run_1/congestion.png
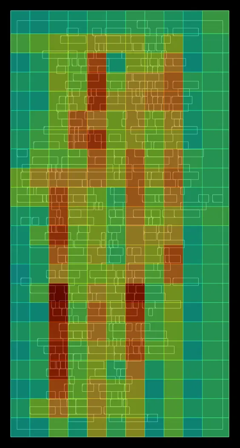
run_1/logic_types.png
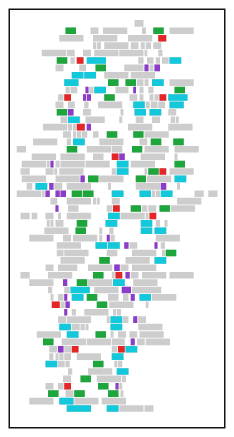
run_1/layer_met2.png
Cells faint in the background.
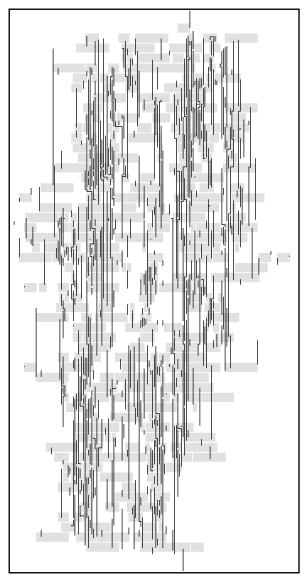
run_1/clk_routes.png
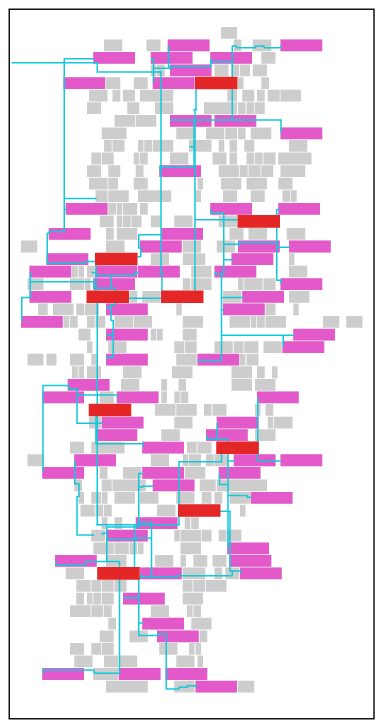
`config.mk`:
```
export PLATFORM = sky130hd
export DESIGN_NAME = led_rgb_fader
export DESIGN_NICKNAME = d
export VERILOG_FILES = /design/src/rtl/led_pkg.sv /design/src/rtl/led_pwm_channel.sv /design/src/rtl/led_rgb_fader.sv
export SDC_FILE = /design/constraint.sdc
export NUM_CORES = 1
export LEC_CHECK = 0
export CAP_MARGIN = 30
export CORE_ASPECT_RATIO = 2
export CORE_MARGIN = 2
export CORE_UTILIZATION = 35
export CTS_CLUSTER_DIAMETER = 120
export CTS_CLUSTER_SIZE = 20
export DETAILED_ROUTE_END_ITERATION = 6
export GPL_ROUTABILITY_DRIVEN = 1
export GPL_TIMING_DRIVEN = 0
export SYNTH_ARGS = -nofsm -noshare
export SYNTH_HDL_FRONTEND = slang
export SYNTH_SLANG_ARGS = --single-unit
```
`constraint.sdc`:
```
create_clock -name clk -period 2.2 [get_ports clk]
set_input_delay 0.44 -clock clk [delete_from_list [all_inputs] [get_ports clk]]
set_output_delay 0.44 -clock clk [all_outputs]
set_load 0.005 [all_outputs]
```
`src/rtl/led_pkg.sv`:
```
// Shared constants for the LED fader: colour bit positions and fade FSM states.
package led_pkg;

  localparam int unsigned COL_R = 2;
  localparam int unsigned COL_G = 1;
  localparam int unsigned COL_B = 0;

  typedef enum logic [0:0] {
    IDLE   = 1'b0,
    FADING = 1'b1
  } fade_state_e;

endpackage

```
`src/rtl/led_pwm_channel.sv`:
```
// One LED channel: working duty that ramps toward its target, a per-period
// shadow copy of that duty, and the registered PWM compare.
module led_pwm_channel #(
  parameter int unsigned PWM_BITS = 8
) (
  input  logic                clk,
  input  logic                rst,
  input  logic                target_on,
  input  logic                tick,
  input  logic [PWM_BITS-1:0] cnt,
  input  logic                cnt_wrap,
  output logic                led,
  output logic                at_target
);

  logic [PWM_BITS-1:0] target;
  logic [PWM_BITS-1:0] duty_q, duty_d;
  logic [PWM_BITS-1:0] app_q;
  logic                led_q;

  assign target    = target_on ? '1 : '0;
  assign at_target = (duty_q == target);
  assign led       = led_q;

  // Stepping only while off-target gives saturation without overshoot or wrap.
  always_comb begin
    duty_d = duty_q;
    if (tick && !at_target) begin
      duty_d = target_on ? duty_q + 1'b1 : duty_q - 1'b1;
    end
  end

  always_ff @(posedge clk or posedge rst) begin
    if (rst) begin
      duty_q <= '0;
      app_q  <= '0;
      led_q  <= 1'b0;
    end else begin
      duty_q <= duty_d;
      if (cnt_wrap) begin
        app_q <= duty_q;
      end
      led_q <= (cnt < app_q);
    end
  end

endmodule

```
`src/rtl/led_rgb_fader.sv`:
```
// RGB PWM driver with cross-fading between 3-bit colour codes; holds the
// colour register, fade FSM, fade tick divider and free-running PWM counter.
module led_rgb_fader
  import led_pkg::*;
#(
  parameter int unsigned PWM_BITS = 8,
  parameter int unsigned FADE_DIV = 64
) (
  input  logic       clk,
  input  logic       rst,
  input  logic [2:0] colour,
  output logic       led_r,
  output logic       led_g,
  output logic       led_b,
  output logic       fading
);

  localparam int unsigned TW = (FADE_DIV > 1) ? $clog2(FADE_DIV) : 1;
  localparam logic [TW-1:0] TICK_LAST = TW'(FADE_DIV - 1);

  logic [2:0]          col_q;
  logic [PWM_BITS-1:0] cnt_q;
  logic                cnt_wrap;
  logic [TW-1:0]       tick_q, tick_d;
  fade_state_e         state_q, state_d;
  logic                tick;
  logic                at_r, at_g, at_b;
  logic                all_at;

  assign cnt_wrap = (cnt_q == '1);
  assign all_at   = at_r & at_g & at_b;
  assign tick     = (state_q == FADING) && (tick_q == TICK_LAST);
  assign fading   = (state_q == FADING);

  // The divider keeps its phase across mid-fade colour changes; only IDLE clears it.
  always_comb begin
    state_d = state_q;
    tick_d  = tick_q;
    unique case (state_q)
      IDLE: begin
        tick_d = '0;
        if (!all_at) begin
          state_d = FADING;
        end
      end
      FADING: begin
        if (all_at) begin
          state_d = IDLE;
          tick_d  = '0;
        end else begin
          tick_d = tick ? '0 : tick_q + 1'b1;
        end
      end
      default: begin
        state_d = IDLE;
        tick_d  = '0;
      end
    endcase
  end

  always_ff @(posedge clk or posedge rst) begin
    if (rst) begin
      col_q   <= '0;
      cnt_q   <= '0;
      tick_q  <= '0;
      state_q <= IDLE;
    end else begin
      col_q   <= colour;
      cnt_q   <= cnt_q + 1'b1;
      tick_q  <= tick_d;
      state_q <= state_d;
    end
  end

  led_pwm_channel #(.PWM_BITS(PWM_BITS)) u_r (
    .clk       (clk),
    .rst       (rst),
    .target_on (col_q[COL_R]),
    .tick      (tick),
    .cnt       (cnt_q),
    .cnt_wrap  (cnt_wrap),
    .led       (led_r),
    .at_target (at_r)
  );

  led_pwm_channel #(.PWM_BITS(PWM_BITS)) u_g (
    .clk       (clk),
    .rst       (rst),
    .target_on (col_q[COL_G]),
    .tick      (tick),
    .cnt       (cnt_q),
    .cnt_wrap  (cnt_wrap),
    .led       (led_g),
    .at_target (at_g)
  );

  led_pwm_channel #(.PWM_BITS(PWM_BITS)) u_b (
    .clk       (clk),
    .rst       (rst),
    .target_on (col_q[COL_B]),
    .tick      (tick),
    .cnt       (cnt_q),
    .cnt_wrap  (cnt_wrap),
    .led       (led_b),
    .at_target (at_b)
  );

endmodule
```
==> GITHUB_STEP_SUMMARY, run 1 <==
### Flow metrics

| Metric | Value |
|---|---|
| Hold Buf Count CTS | `0` |
| Num CTS Buffers | `9` |
| Met2 wire len | `4.28 mm` |
| Initial Util | `about 36%` |
| Top non-seq family | `adder cells` |
| Chip area in the Yosys report | `~4000 um^2` |
| Row count | `54` |
| Sequential fraction of the synthesis area | `~44%` |
| Final setup violation count | `0` |
| Least-Margin Pin Slew | `~0.84 ns` |
| WP depth | `6` |
| Reg2Reg Setup Slack | `about 0.19 ns` |
| PD cells | `between 600 and 700 nW/um^2` |
| Final ANT Viol Nets | `0` |
| Status | `complete, no violations` |
| Fraction of layout cells with a size suffix above 1 | `between 20% and 30%` |
| Most Used Layer, Global Route | `met2` |
| Sw frac | `a little under a quarter` |
| Peak Freq | `497 MHz` |
| Cell family with most CP delay | `AND-OR/OR-AND gates` |
| RSZ-0062 raised after global routing | `no` |
| Die Y | `roughly 150 um` |
| Port bufs | `8` |
| Total core area | `around 11000 um^2` |
| Clk sink count | `about 69` |
| Reg clk slew, reported paths | `0.06 ns` |
| Initial antenna violation count | `0` |
| Starting DRC count in detailed routing | `approximately 140` |
| Min-delay worst type | `reg -> reg` |
| Unique cell types | `30` |
| Seq area share | `38.2%` |
| NumNets Final | `about 410` |
| Post-synthesis area per instance | `between 10 and 15 um^2` |
Back to the opening pictures, congestion.png:
overall global routing resource usage: 13.9%
GR Util met1: 14.8%
WL per Instance: 14.8 um
GR Util met2: 25.6%
Final Core Density: 41.6%

Back to the opening pictures, logic_types.png:
[nand cells] purple | cells: 32
[fa/ha/maj cells] cyan | cells: 44
[mux cells] green | cells: 39
[non-inverting ao/oa cells] red | cells: 14
final cell count without fillers: 505
Commonest Layout Cell: dfrtp_1
Comb/total area: 46.6%

Back to the opening pictures, layer_met2.png:
wire length on this layer: 4280 um
longest straight run: 50.0 um
share of all routed wire: 57%
main direction: vertical
via count: 2590
DRT Wirelength: 7.48 mm

Back to the opening pictures, clk_routes.png:
[flip-flops] magenta | count: 69
[clock drivers] red | count: 9
[clock wires] cyan | length: 1010 um
flops lie: widely spread
routed clock nets: 10
clk_skew: 0.00664 ns
clock share of power: 50.1%

==> run 2: changes to the inputs <==
==> constraint.sdc (replaced) <==
create_clock -name clk -period 2.2 [get_ports clk]
set_input_delay 0.44 -clock clk [delete_from_list [all_inputs] [get_ports clk]]
set_output_delay 0.44 -clock clk [all_outputs]
set_load 0.05 [all_outputs]
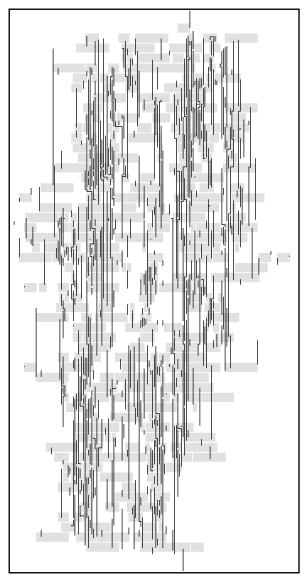
run_2/layer_met2.png
Cells faint in the background.
wire length on this layer: 4280 um
nets with wire on the layer: 360
share of all routed wire: 57%
longest straight run: 50.0 um

==> run 2 against run 1 <==
Compared with the run above: via count did not move; critical path type unchanged; sequential cell count did not move; clock-buffer cell count did not move; area after synthesis did not move.
==> GITHUB_STEP_SUMMARY, run 2 <==
### Flow metrics

| Metric | Value |
|---|---|
| Seq area share | `38.2% (unchanged)` |
| Unique cell types | `30 (unchanged)` |
| Most Used Layer, Global Route | `met2` |
| Final cell count without fillers | `505 (unchanged)` |
| PD cells | `661 nW/um^2 (unchanged)` |
| Final Core Density | `41.6% (unchanged)` |
| Hold Buf Count CTS | `0 (unchanged)` |
| Post-synthesis area per instance | `11.4 um^2 (unchanged)` |
| Commonest Layout Cell | `dfrtp_1` |
| RSZ-0062 raised after global routing | `no` |
| WL per Instance | `14.8 um (unchanged)` |
| Comb/total area | `46.6% (unchanged)` |
| Overall global routing resource usage | `13.9% (unchanged)` |
| Chip area in the Yosys report | `3890 um^2 (unchanged)` |
| Sequential fraction of the synthesis area | `44.3% (unchanged)` |
| Total core area | `10900 um^2 (unchanged)` |
| Sw frac | `23.0% (unchanged)` |
| Status | `complete, no violations` |
| Final ANT Viol Nets | `0 (unchanged)` |
| GR Util met2 | `25.6% (unchanged)` |
| NumNets Final | `409 (unchanged)` |
| Fraction of layout cells with a size suffix above 1 | `20.3% (unchanged)` |
| DRT Wirelength | `7.48 mm (unchanged)` |
| WP depth | `6 (unchanged)` |
| Port bufs | `8 (unchanged)` |
| Clk_skew | `0.00664 ns (unchanged)` |
| Top non-seq family | `adder cells` |
| Row count | `54 (unchanged)` |
| Min-delay worst type | `reg -> reg` |
| Reg clk slew, reported paths | `0.06 ns (about the same)` |
| Die Y | `153 um (unchanged)` |
==> run 3: changes to the inputs <==
--- a/config.mk
+++ b/config.mk
@@ -5,6 +5,7 @@
 export SDC_FILE = /design/constraint.sdc
 export NUM_CORES = 1
 export LEC_CHECK = 0
+export ABC_AREA = 1
 export CAP_MARGIN = 30
 export CORE_ASPECT_RATIO = 2
 export CORE_MARGIN = 2
@@ -17,3 +18,4 @@
 export SYNTH_ARGS = -nofsm -noshare
 export SYNTH_HDL_FRONTEND = slang
 export SYNTH_SLANG_ARGS = --single-unit
+export TNS_END_PERCENT = 1
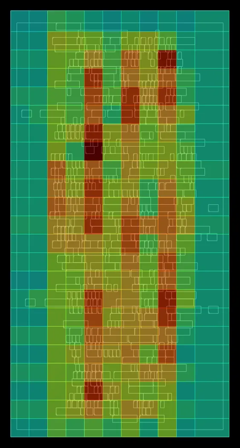
run_3/congestion.png
GR Util met1: 15.1%
GR Util met2: 27.8%
Most Used Layer, Global Route: met2
overall global routing resource usage: 14.9%
Final Core Density: 40.7%

==> run 3 against run 2 <==
Compared with the run above: non-clock buffer count increased by 5; combinational power decreased by 27%; critical path type is now reg -> out; via count up 28%; setup slack got worse by 0.0055 ns; final cell count increased by 38%.
==> GITHUB_STEP_SUMMARY, run 3 <==
### Flow metrics

| Metric | Value |
|---|---|
| Sw frac | `23.8% (+0.84 points)` |
| PD cells | `580 nW/um^2 (-12%)` |
| Sequential fraction of the synthesis area | `40.7% (-3.6 points)` |
| Commonest Layout Cell | `nand2_1` |
| Die Y | `160 um (+4.2%)` |
| Hold Buf Count CTS | `0 (unchanged)` |
| Top non-seq family | `simple AND/OR/NAND/NOR gates` |
| Post-synthesis area per instance | `8.03 um^2 (-30%)` |
| Fraction of layout cells with a size suffix above 1 | `7.79% (-12 points)` |
| Final cell count without fillers | `697 (+38%)` |
| Reg clk slew, reported paths | `0.06 ns (about the same)` |
| Comb/total area | `45.5% (-1.1 points)` |
| RSZ-0062 raised after global routing | `no` |
| WL per Instance | `12.5 um (-15%)` |
| Final ANT Viol Nets | `0 (unchanged)` |
| Chip area in the Yosys report | `4240 um^2 (+8.8%)` |
| Row count | `56 (+3.7%)` |
| Status | `complete, no violations` |
| Total core area | `11800 um^2 (+8.2%)` |
| Min-delay worst type | `reg -> reg` |
| WP data required | `1.76 ns` |
Power is estimated from default activity; no workload was simulated.
